### Where the registers sit

Drawn at 1.5 px/um. Other sequential cells in the stronger gray, the rest of the logic in the fainter gray.
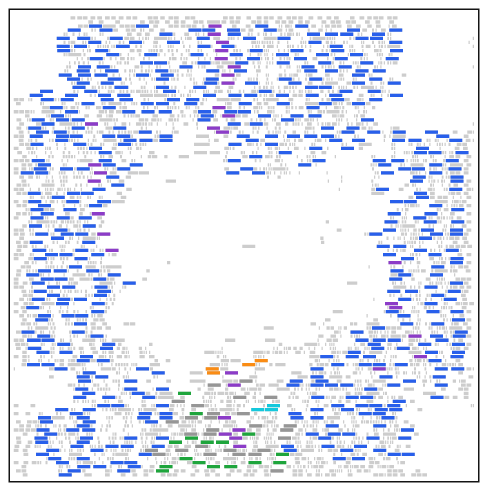
### Floorplan with the power grid

Drawn at 1 px/um. Pins as bars on the die edge.
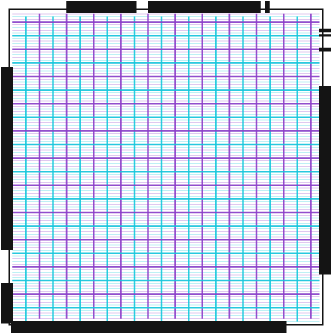
**src/rtl/apb5_pkg.sv**
```systemverilog
// rtl/apb5_pkg.sv - shared types and constants for the APB5 register file completer
package apb5_pkg;

  typedef enum logic [1:0] {
    IDLE,
    WAIT,
    RESP
  } state_e;

  typedef enum logic [2:0] {
    ERR_OK     = 3'd0,
    ERR_DECODE = 3'd1,
    ERR_ALIGN  = 3'd2,
    ERR_PROT   = 3'd3,
    ERR_RO     = 3'd4,
    ERR_RDSTRB = 3'd5
  } err_code_e;

  localparam int PPROT_NONSEC_BIT = 1;

endpackage

```
**src/rtl/apb5_regfile_decode.sv**
```systemverilog
// rtl/apb5_regfile_decode.sv - address, protection and strobe checks for one APB transfer
module apb5_regfile_decode
  import apb5_pkg::*;
#(
  parameter int ADDR_WIDTH = 32,
  parameter int DATA_WIDTH = 32,
  parameter int NUM_REGS   = 16
) (
  input  logic [ADDR_WIDTH-1:0]       paddr_i,
  input  logic [2:0]                  pprot_i,
  input  logic                        pwrite_i,
  input  logic [DATA_WIDTH/8-1:0]     pstrb_i,
  output logic [$clog2(NUM_REGS)-1:0] idx_o,
  output err_code_e                   err_o
);

  localparam int SW = DATA_WIDTH / 8;
  localparam int IW = $clog2(NUM_REGS);
  localparam int OB = $clog2(SW);

  // Only the non-secure bit of pprot matters to this block.
  logic unused_prot;
  assign unused_prot = pprot_i[0] ^ pprot_i[2];

  assign idx_o = IW'(paddr_i >> OB);

  // Prioritised checks: the first rule that fails picks the response code.
  always_comb begin
    err_o = ERR_OK;
    if (paddr_i >= ADDR_WIDTH'(NUM_REGS * SW)) begin
      err_o = ERR_DECODE;
    end else if ((paddr_i & ADDR_WIDTH'(SW - 1)) != '0) begin
      err_o = ERR_ALIGN;
    end else if (idx_o == IW'(1) && pprot_i[PPROT_NONSEC_BIT]) begin
      err_o = ERR_PROT;
    end else if (pwrite_i && idx_o == '0) begin
      err_o = ERR_RO;
    end else if (!pwrite_i && pstrb_i != '0) begin
      err_o = ERR_RDSTRB;
    end
  end

endmodule

```
**src/rtl/apb5_regfile_completer.sv**
```systemverilog
// rtl/apb5_regfile_completer.sv - APB5 completer with register array, wait states and error codes
module apb5_regfile_completer
  import apb5_pkg::*;
#(
  parameter int          ADDR_WIDTH      = 32,
  parameter int          DATA_WIDTH      = 32,
  parameter int          USER_REQ_WIDTH  = 128,
  parameter int          USER_DATA_WIDTH = DATA_WIDTH / 2,
  parameter int          NUM_REGS        = 16,
  parameter int          WAIT_STATES     = 0,
  parameter logic [31:0] ID_VALUE        = 32'hA5B5_0001
) (
  input  logic                           pclk,
  input  logic                           presetn,
  input  logic [ADDR_WIDTH-1:0]          paddr,
  input  logic [2:0]                     pprot,
  input  logic                           pselx,
  input  logic                           penable,
  input  logic                           pwrite,
  input  logic [DATA_WIDTH-1:0]          pwdata,
  input  logic [DATA_WIDTH/8-1:0]        pstrb,
  input  logic                           pwakeup,
  input  logic [USER_REQ_WIDTH-1:0]      pauser,
  input  logic [USER_DATA_WIDTH-1:0]     pwuser,
  output logic                           pready,
  output logic [DATA_WIDTH-1:0]          prdata,
  output logic                           pslverr,
  output logic [USER_DATA_WIDTH-1:0]     pruser,
  output logic [USER_DATA_WIDTH-1:0]     pbuser,
  output logic [NUM_REGS*DATA_WIDTH-1:0] regs_o
);

  localparam int SW  = DATA_WIDTH / 8;
  localparam int IW  = $clog2(NUM_REGS);
  localparam int UDW = USER_DATA_WIDTH;

  state_e                state_q, state_d;
  logic [3:0]            cnt_q, cnt_d;
  logic [IW-1:0]         idx_q, idx_d, dec_idx;
  err_code_e             code_q, code_d, dec_code;
  logic                  write_q, write_d;
  logic [UDW-1:0]        user_q, user_d;
  logic                  resp_go;
  logic                  pready_q, pready_d, pslverr_q, pslverr_d;
  logic [DATA_WIDTH-1:0] prdata_q, prdata_d;
  logic [UDW-1:0]        pruser_q, pruser_d, pbuser_q, pbuser_d;
  logic [DATA_WIDTH-1:0] regs_q [NUM_REGS];

  // pwakeup and pwuser carry no meaning here; pauser contributes only its low bits.
  logic unused_inputs;
  assign unused_inputs = pwakeup ^ (^pwuser) ^ (^pauser);

  apb5_regfile_decode #(
    .ADDR_WIDTH(ADDR_WIDTH),
    .DATA_WIDTH(DATA_WIDTH),
    .NUM_REGS  (NUM_REGS)
  ) u_decode (
    .paddr_i (paddr),
    .pprot_i (pprot),
    .pwrite_i(pwrite),
    .pstrb_i (pstrb),
    .idx_o   (dec_idx),
    .err_o   (dec_code)
  );

  // Next state: capture the transfer in setup, count wait states, then one response cycle.
  always_comb begin
    state_d = state_q;
    cnt_d   = cnt_q;
    idx_d   = idx_q;
    code_d  = code_q;
    write_d = write_q;
    user_d  = user_q;
    case (state_q)
      IDLE: begin
        if (pselx && !penable) begin
          idx_d   = dec_idx;
          code_d  = dec_code;
          write_d = pwrite;
          user_d  = pauser[UDW-1:0];
          cnt_d   = 4'(WAIT_STATES);
          state_d = (WAIT_STATES == 0) ? RESP : WAIT;
        end
      end
      WAIT: begin
        if (!pselx) begin
          state_d = IDLE;
        end else if (penable) begin
          if (cnt_q <= 4'd1) state_d = RESP;
          else cnt_d = cnt_q - 4'd1;
        end
      end
      RESP:    state_d = IDLE;
      default: state_d = IDLE;
    endcase
  end

  // Response outputs are loaded on the edge entering RESP and cleared on every other edge.
  always_comb begin
    resp_go   = (state_d == RESP);
    pready_d  = resp_go;
    pslverr_d = 1'b0;
    prdata_d  = '0;
    pruser_d  = '0;
    pbuser_d  = '0;
    if (resp_go) begin
      pslverr_d = (code_d != ERR_OK);
      pbuser_d  = UDW'(code_d);
      if (!write_d) begin
        pruser_d = user_d;
        if (code_d == ERR_OK) prdata_d = regs_q[idx_d];
      end
    end
  end

  // FSM state and the per-transfer latched decode.
  always_ff @(posedge pclk or negedge presetn) begin
    if (!presetn) begin
      state_q <= IDLE;
      cnt_q   <= '0;
      idx_q   <= '0;
      code_q  <= ERR_OK;
      write_q <= 1'b0;
      user_q  <= '0;
    end else begin
      state_q <= state_d;
      cnt_q   <= cnt_d;
      idx_q   <= idx_d;
      code_q  <= code_d;
      write_q <= write_d;
      user_q  <= user_d;
    end
  end

  // Registered completer outputs.
  always_ff @(posedge pclk or negedge presetn) begin
    if (!presetn) begin
      pready_q  <= 1'b0;
      pslverr_q <= 1'b0;
      prdata_q  <= '0;
      pruser_q  <= '0;
      pbuser_q  <= '0;
    end else begin
      pready_q  <= pready_d;
      pslverr_q <= pslverr_d;
      prdata_q  <= prdata_d;
      pruser_q  <= pruser_d;
      pbuser_q  <= pbuser_d;
    end
  end

  // Register array: strobed byte writes commit on the edge that ends an error-free RESP.
  always_ff @(posedge pclk or negedge presetn) begin
    if (!presetn) begin
      for (int r = 0; r < NUM_REGS; r++) begin
        regs_q[r] <= (r == 0) ? DATA_WIDTH'(ID_VALUE) : '0;
      end
    end else if (state_q == RESP && write_q && code_q == ERR_OK) begin
      for (int b = 0; b < SW; b++) begin
        if (pstrb[b]) regs_q[idx_q][8*b +: 8] <= pwdata[8*b +: 8];
      end
    end
  end

  assign pready  = pready_q;
  assign pslverr = pslverr_q;
  assign prdata  = prdata_q;
  assign pruser  = pruser_q;
  assign pbuser  = pbuser_q;

  for (genvar r = 0; r < NUM_REGS; r++) begin : g_flat
    assign regs_o[r*DATA_WIDTH +: DATA_WIDTH] = regs_q[r];
  end

endmodule

```
**config.mk**
```make
export PLATFORM = sky130hd
export DESIGN_NAME = apb5_regfile_completer
export DESIGN_NICKNAME = d
export VERILOG_FILES = /design/src/rtl/apb5_pkg.sv /design/src/rtl/apb5_regfile_decode.sv /design/src/rtl/apb5_regfile_completer.sv
export SDC_FILE = /design/constraint.sdc
export NUM_CORES = 1
export LEC_CHECK = 0
export ABC_AREA = 1
export CAP_MARGIN = 10
export CORE_AREA = 2 2 310 312
export CTS_CLUSTER_DIAMETER = 200
export DETAILED_ROUTE_END_ITERATION = 10
export DIE_AREA = 0 0 312 314
export GPL_TIMING_DRIVEN = 1
export SYNTH_ARGS = -nofsm -noshare
export SYNTH_HDL_FRONTEND = slang
export SYNTH_HIERARCHICAL = 1
export SYNTH_SLANG_ARGS = --single-unit
```
**constraint.sdc**
```tcl
create_clock -name pclk -period 3.1 [get_ports pclk]
set_input_delay 0.62 -clock pclk [delete_from_list [all_inputs] [get_ports pclk]]
set_output_delay 0.62 -clock pclk [all_outputs]
set_load 0.05 [all_outputs]
```
==> Changelog: implementation <==
## Flow update

- RSZ-0062 raised after global routing: no
- Net Sw Power: 5.62 mW
- Most frequent logic cell in the layout: nand2_1
- Max H-tree Level: 3
- Reg2Reg Capture Point: prdata[16]$_DFF_PN0_
- Post-synth top cells: 1174 x nand2_1, 585 x dfrtp_1, 509 x o21ai_0
- Clk_lat worst skew: 640 ps
- Clk pwr: 8.57 mW
- Crit-path cells: clkdlybuf4s50_1
- Buf/Inv on CP: 1
- Global-route wire length before repair: 171000 um
- Pre-CTS setup slack: 25.7 ps
- ClkCell Share: 0.0627
- Post-DR wirelength/cell: 22.5 um
- Status: finished clean
- Tap Cells: 1265
- Switch share: 0.288
- Dominant flop cell: dfrtp_1
- Final core utilization: 0.400
- Root buffer cell: clkbuf_16
- Final Max Slew Viols: 0
- Fraction of area in registers: 0.395
- Placement Rows: 113
- 1st-pass router iterations: 6
- Area fraction in xor and xnor cells: 0.000647
- Yosys stat area: 0.0271 sq mm
- Slew @ Worst Pin: 918 ps
- Non-clk bufs: 773
- Static leakage: 16.6 nW
- CP startpoint kind: register
- Top Metal Used: met5
- Count of library flops with an enable pin: 0
- Post-DP HPWL: 88800 um
- Dominant comb cell: simple AND/OR/NAND/NOR gates
- Fillers: 9587
- Cell count in the Yosys report: 3291
- AO/OA Area Share: 0.0977
- Detailed-route via count: 25845
- Final RePlAce weighted congestion: 0.918
- Combinational Area: 0.0107 sq mm
- Gr usage total: 0.237
- Vias in the first global route: 24346
- Synth area leader: dfrtp_1
- FF-to-FF Start: state_q[0]$_DFF_PN0_
- Top Family by Delay on Critical Path: buffers and inverters
- GRT Residual Overflow: 0
- Num CTS Buffers: 71
- Clock buffer depth: 3
- Post-Synthesis Cells: 3291
- CTS sink cnt: 595
- DRC Markers: 0
- NonClk Buf Share: 0.206
- CLK BUF: 102
- Synth Area per Inst: 8.23 sq um
- FFs w/ async S/R, synth: 1.00
- Max reg flops: 512
- Ant. Diodes: 19
- WP data arrival: 2130 ps
- M1 GR Usage: 0.344
- WHS: 38.4 ps
- Busiest grt layer: met1
- Setup TNS Final: 0 ps
- FF/Latch Area: 0.0149 sq mm
- Post-CTS Setup Bufs: 0
- Post-cts resize count: 0
- Max cap viols: 0
- Initial Util: 0.287
Back to the opening pictures, 'Where the registers sit':
- cyan: code_q (placed flops 3)
- orange: idx_q (placed flops 4; where bottom middle)
- blue: regs_o (placed flops 512; where all over the die)
- purple: prdata (placed flops 32; where all over the die)
- green: pruser (placed flops 16; where bottom middle)

Back to the opening pictures, 'Floorplan with the power grid':
- cyan: VSS
- purple: VDD
- met1 rails: 114
- met5 straps: 22
- signal pins: 799
core area: 0.0944 sq mm
Die W: 312 um
die height: 314 um
Peak supply drop: 388 uV

## through the flow
step	std cells	total power, mW	instance area, sq um
after floorplan	3303	9.57	27100
after global placement	5111	11.1	35300
after detailed placement	5111	11.1	35300
after CTS	5236	19.7	37700
after global routing	5239	20.2	37700
final	5255	19.5	37700
## how the worst min path moves through the flow
stage / end / slack, ps
finish: user_q[11]$_DFF_PN0_ / 40
global route: user_q[11]$_DFF_PN0_ / 70
CTS: user_q[11]$_DFF_PN0_ / 20
detailed placement: regs_o[39]$_DFFE_PN0P_ / 490
global placement: regs_o[20]$_DFFE_PN1P_ / 490
floorplan: cnt_q[0]$_DFFE_PN0P_ / 320
Power is estimated from default activity; no workload was simulated.
